**Routing congestion map**

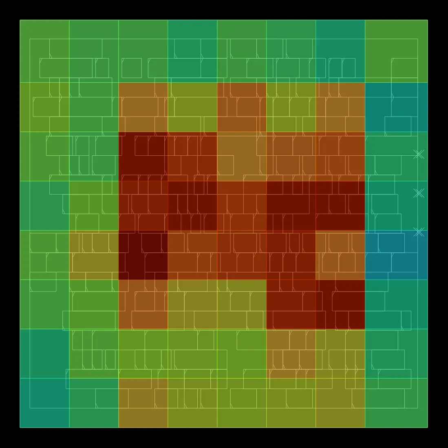
**Sizing map**

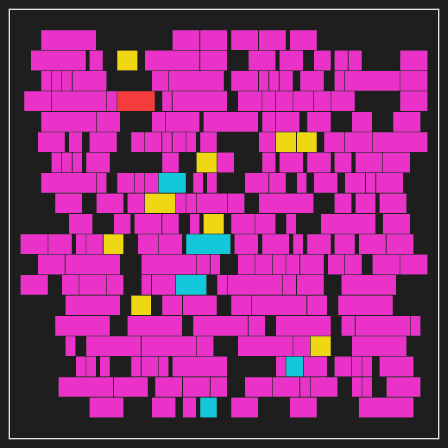
**Cell density map**

The die is cut into 11 by 11 equal tiles; black is low, pale yellow is high, 0 to 100% covered.
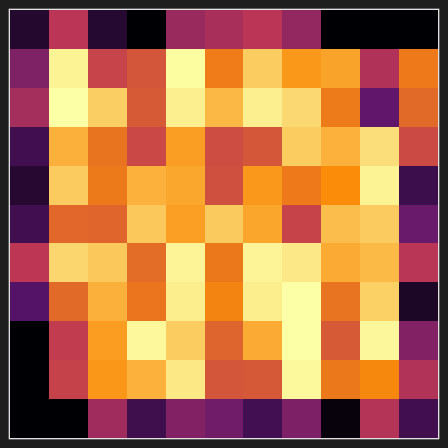
**Sequential cells grouped by signal name**

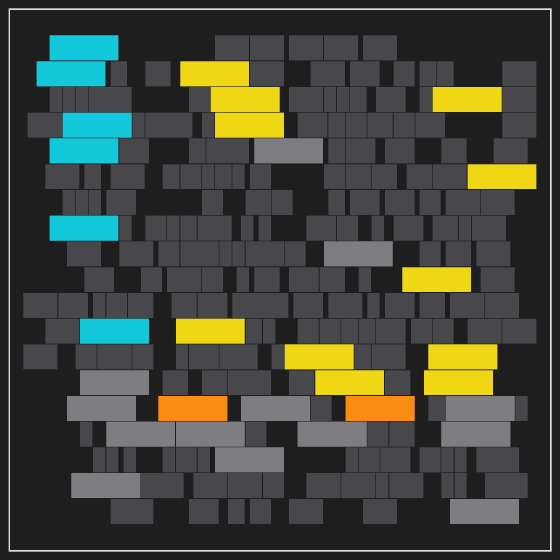
==> config.mk <==
export PLATFORM = sky130hd
export DESIGN_NAME = tlc_input_cond
export DESIGN_NICKNAME = d
export VERILOG_FILES = /design/src/rtl/tlc_input_cond.sv
export SDC_FILE = /design/constraint.sdc
export NUM_CORES = 1
export LEC_CHECK = 0
export CORE_UTILIZATION = 54
export DETAILED_ROUTE_END_ITERATION = 12
export PLACE_DENSITY = 0.83
export SLEW_MARGIN = 25
export SYNTH_ARGS = -nofsm -noshare
export SYNTH_HDL_FRONTEND = slang
export SYNTH_SLANG_ARGS = --single-unit
==> constraint.sdc <==
create_clock -name clk -period 2.8 [get_ports clk]
set_input_delay 0.84 -clock clk [delete_from_list [all_inputs] [get_ports clk]]
set_output_delay 0.84 -clock clk [all_outputs]
set_load 0.01 [all_outputs]
==> src/rtl/tlc_input_cond.sv <==
// Input conditioning for the traffic light controller: synchronised, debounced
// and latched vehicle requests plus a time-of-day clock with peak-window flag.
module tlc_input_cond #(
    parameter int PRESCALE   = 60,
    parameter int DEB_CYCLES = 4,
    parameter int AM_START   = 420,
    parameter int AM_END     = 600,
    parameter int PM_START   = 1020,
    parameter int PM_END     = 1200
) (
    input  logic        clk,
    input  logic        reset,
    input  logic        sensor1_raw,
    input  logic        sensor2_raw,
    input  logic        clr1,
    input  logic        clr2,
    input  logic        peak_force,
    input  logic        tod_set,
    input  logic [10:0] tod_val,
    output logic        sensor1,
    output logic        sensor2,
    output logic        peak,
    output logic [10:0] tod_min
);
    localparam int CW = $clog2(DEB_CYCLES + 1);
    localparam int PW = (PRESCALE > 1) ? $clog2(PRESCALE) : 1;

    localparam logic [CW-1:0] DEB_LAST  = CW'(DEB_CYCLES - 1);
    localparam logic [PW-1:0] PCNT_LAST = PW'(PRESCALE - 1);
    localparam logic [10:0]   TOD_LAST  = 11'd1439;
    localparam logic [10:0]   AM_S      = 11'(AM_START);
    localparam logic [10:0]   AM_E      = 11'(AM_END);
    localparam logic [10:0]   PM_S      = 11'(PM_START);
    localparam logic [10:0]   PM_E      = 11'(PM_END);

    // Half-open window test [lo, hi) on a minute-of-day value.
    function automatic logic in_window(input logic [10:0] m,
                                       input logic [10:0] lo,
                                       input logic [10:0] hi);
        return (m >= lo) && (m < hi);
    endfunction

    logic [1:0] raw;
    logic [1:0] clr;
    logic [1:0] sensor;

    assign raw     = {sensor2_raw, sensor1_raw};
    assign clr     = {clr2, clr1};
    assign sensor1 = sensor[0];
    assign sensor2 = sensor[1];

    for (genvar g = 0; g < 2; g++) begin : g_chan
        logic          s1;
        logic          s2;
        logic          deb;
        logic          req;
        logic [CW-1:0] cnt;
        logic          differ;
        logic          flip;

        // The toggle happens on the edge that would make the count reach DEB_CYCLES.
        assign differ = s2 ^ deb;
        assign flip   = differ && (cnt == DEB_LAST);

        always_ff @(posedge clk) begin
            if (!reset) begin
                s1  <= 1'b0;
                s2  <= 1'b0;
                deb <= 1'b0;
                cnt <= '0;
                req <= 1'b0;
            end else begin
                s1 <= raw[g];
                s2 <= s1;
                if (flip) begin
                    deb <= ~deb;
                    cnt <= '0;
                end else if (differ) begin
                    cnt <= cnt + CW'(1);
                end else begin
                    cnt <= '0;
                end
                // A fresh arrival outranks a coincident clear.
                if (flip && !deb)
                    req <= 1'b1;
                else if (clr[g])
                    req <= 1'b0;
            end
        end

        // A vehicle still on the loop keeps the request visible after a clear.
        assign sensor[g] = req | deb;
    end

    logic [PW-1:0] pcnt;
    logic          tick;
    logic          load;

    assign tick = (pcnt == PCNT_LAST);
    assign load = tod_set && (tod_val <= TOD_LAST);

    always_ff @(posedge clk) begin
        if (!reset) begin
            pcnt    <= '0;
            tod_min <= '0;
            peak    <= 1'b0;
        end else begin
            if (load || tick)
                pcnt <= '0;
            else
                pcnt <= pcnt + PW'(1);

            if (load)
                tod_min <= tod_val;
            else if (tick)
                tod_min <= (tod_min == TOD_LAST) ? 11'd0 : tod_min + 11'd1;

            peak <= in_window(tod_min, AM_S, AM_E) ||
                    in_window(tod_min, PM_S, PM_E) ||
                    peak_force;
        end
    end

endmodule

==> README.md <==
| Stage | Metric | Value |
| --- | --- | --- |
| logic synthesis | Share of synthesized registers carrying an async set or reset | 0 |
| cts | Number of gates resized after cts | 0 |
| place | HPWL Detailed | 2794 um |
| detailed routing | Total vias in the final route | 1482 |
| detailed routing | Remaining number of nets flagged by the antenna check after routing | 0 |
| logic synthesis | Synth area leader | sky130_fd_sc_hd__dfxtp_1 |
| final timing | Setup total negative slack | 0 ps |
| min path | Hold Crit Depth | 1 |
| final layout | Final std cells w/o fill | 249 |
| setup path | Kind of start point of the critical path | flop |
| setup path | Worst Reg-to-Reg Cells | 5 |
| global routing | Number of global-route vias before repair | 1473 |
| logic synthesis | Top FF cell, synth | sky130_fd_sc_hd__dfxtp_1 |
| pwr | Internal Dissipation | 673.7 uW |
| logic synthesis | Yosys cell types | 43 |
| place | GP Congestion | 0.8541 |
| final layout | Share of cells above drive strength 1 | 0.06881 |
| setup path | Critical path required time | 1960 ps |
| pwr | Clock-net power | 283 uW |
| detailed routing | Avg Vias per Cell | 5.952 |
| pwr | VDD IR max | 330.0 uV |
| pwr | P_comb | 133 uW |
| logic synthesis | Seq share, synth | 0.3914 |
| logic synthesis | Post-synthesis mux area share | 0.04281 |
| final timing | Worst Hold Margin | 425.2 ps |
| logic synthesis | Area fraction of the dominant cell type after synthesis | 0.3914 |
| min path | Hold Startpoint | g_chan[0].cnt[0] |
| logic synthesis | Area fraction in and, or, nand and nor cells after synthesis | 0.2347 |
| final timing | Worst slew slack as a fraction of its limit | 0.6282 |
| logic synthesis | Cell count listed in synth_stat.txt | 184 |
| detailed routing | Mean routed wirelength per cell | 14.67 um |
| pwr | P per Cell Area | 452.3 mW/mm^2 |
| cts | Clk slew on worst S/H paths | 100 ps |
| die | Die Width | 57.05 um |
| setup path | Type of element capturing the critical path | primary output |
| global routing | Global-route wire length before repair | 6341 um |
| final layout | Largest register by flop count | tod_min |
| die | Cell Rows | 19 |
| cts | CTS H-tree lvls | 2 |
| logic synthesis | Adder-cell share of the synthesized area | 0.05352 |
| final timing | Count of endpoints failing hold in the final timing report | 0 |
| setup path | Buffers and inverters on the worst path | 1 |
| logic synthesis | Post-synthesis register bit count | 32 |
| pwr | Highest-power group | sequential cells |
| setup path | Worst path cell trace | clkdlybuf4s50_1 |
| setup path | Max stage delay cell, worst path | sky130_fd_sc_hd__clkdlybuf4s50_1 |
| cts | CTS tree | done |
| final timing | Largest clock skew in the final design | 6.554 ps |
| logic synthesis | Nets at Floorplan | 210 |
| logic synthesis | Main area contributors after synthesis | sky130_fd_sc_hd__dfxtp_1, sky130_fd_sc_hd__ha_1, sky130_fd_sc_hd__mux2i_1 |
| cts | Clk root buf | sky130_fd_sc_hd__clkbuf_4 |
| status | Violated checks | DRC |
| setup path | Largest incremental delay on the critical path | 620 ps |
| detailed routing | Number of remaining DRC errors | 6 |
| status | Outcome | finished with violations |
| pwr | Switching power total | 244.8 uW |
| final timing | Final tally of setup violations | 0 |
| detailed routing | Number of iterations in the first detailed-routing pass | 8 |
| setup path | Arrival time at the worst endpoint | 1510 ps |
| setup path | Crit path launch | tod_min[6] |
| final layout | Number of flip-flops in the largest register | 11 |
| die | Die Span Y | 57.05 um |
| setup path | Critical Path End | tod_min[6] |
| setup path | Startpoint-to-endpoint class of the critical path | reg -> out |
| logic synthesis | Chip area in the Yosys report | 0.001637 mm^2 |
| pwr | Static power due to leakage | 0.0007619 uW |
| global routing | Initial antenna violation count | 0 |
Back to the opening pictures, 'routing congestion map':
GRT Total Usage: 0.2556
met1 global-route usage: 0.2876
fraction of the core area covered by cells at the end of the flow: 0.7239
GR peak layer: met2
GRT met3 Usage: 0.04989

Back to the opening pictures, 'sizing map':
x2: shown in cyan, cells 5, share 2.3%, most used or2_2. x1 and smaller: shown in magenta, cells 203, share 93%. x6 and larger: shown in red, cells 1, share 0.46%, most used clkbuf_8. x3 and x4: shown in yellow, cells 9, share 4.1%, most used clkbuf_4.
Area growth, synth to finish: 24.08%
number of buffers other than clock buffers in the final layout: 34

Back to the opening pictures, 'cell density map':
The densest ninth of the die: center. The emptiest ninth of the die: south-west. 41% of the tiles are over 75% full. The mean over all tiles is 61%. The fullest tile reaches 100%. 7.4% of the tiles are nearly empty.
area of the core: 0.002805 mm^2
initial standard-cell utilization of the core: 0.5834

Back to the opening pictures, 'sequential cells grouped by signal name':
`pcnt`: shown in cyan, placed flops 6. `g_chan.s2`: shown in orange, placed flops 2. `tod_min`: shown in yellow, placed flops 11.
Another 13 sequential cells are not colored.
flip-flop and latch power: 502 uW
Sequential cell area: 640.6 um^2
Seq/total area: 0.3155

[metal layers]
layer	global-route usage	share of wire	routed length, um
met5	0	0	0
met1	0.2876	0.41	1488
met2	0.4454	0.49	1779
met3	0.04989	0.070	254
met4	0.1568	0.036	131
[Yosys cell counts, types with 2 or more instances]
cell type	instances
sky130_fd_sc_hd__or3_1	3
sky130_fd_sc_hd__o22ai_1	6
sky130_fd_sc_hd__and4_1	2
sky130_fd_sc_hd__ha_1	7
sky130_fd_sc_hd__nand3_1	8
sky130_fd_sc_hd__or2_2	2
sky130_fd_sc_hd__xor2_1	6
sky130_fd_sc_hd__nor2_1	18
sky130_fd_sc_hd__xnor2_1	7
sky130_fd_sc_hd__mux2i_1	7
sky130_fd_sc_hd__a211o_1	2
sky130_fd_sc_hd__clkbuf_1	2
sky130_fd_sc_hd__nand2b_1	3
sky130_fd_sc_hd__nor2b_1	3
sky130_fd_sc_hd__nand4_1	6
sky130_fd_sc_hd__buf_2	4
sky130_fd_sc_hd__o21ai_0	3
sky130_fd_sc_hd__nand3b_1	2
sky130_fd_sc_hd__and2_1	6
sky130_fd_sc_hd__inv_1	12
sky130_fd_sc_hd__a31oi_1	3
sky130_fd_sc_hd__a21oi_1	6
sky130_fd_sc_hd__dfxtp_1	32
sky130_fd_sc_hd__a21boi_0	4
sky130_fd_sc_hd__o211ai_1	2
sky130_fd_sc_hd__nand2_1	10
sky130_fd_sc_hd__o31a_1	2
[cell type report]
type | count | area, um^2
clock inverters | 1 | 7.507
fillers | 222 | 774.5
repair buffers | 34 | 335.3
inverters | 12 | 45.04
well taps | 31 | 38.79
clock buffers | 7 | 55.05
multi-input cells | 132 | 908.4
flip-flops and latches | 32 | 640.6
Power is estimated from default activity; no workload was simulated.
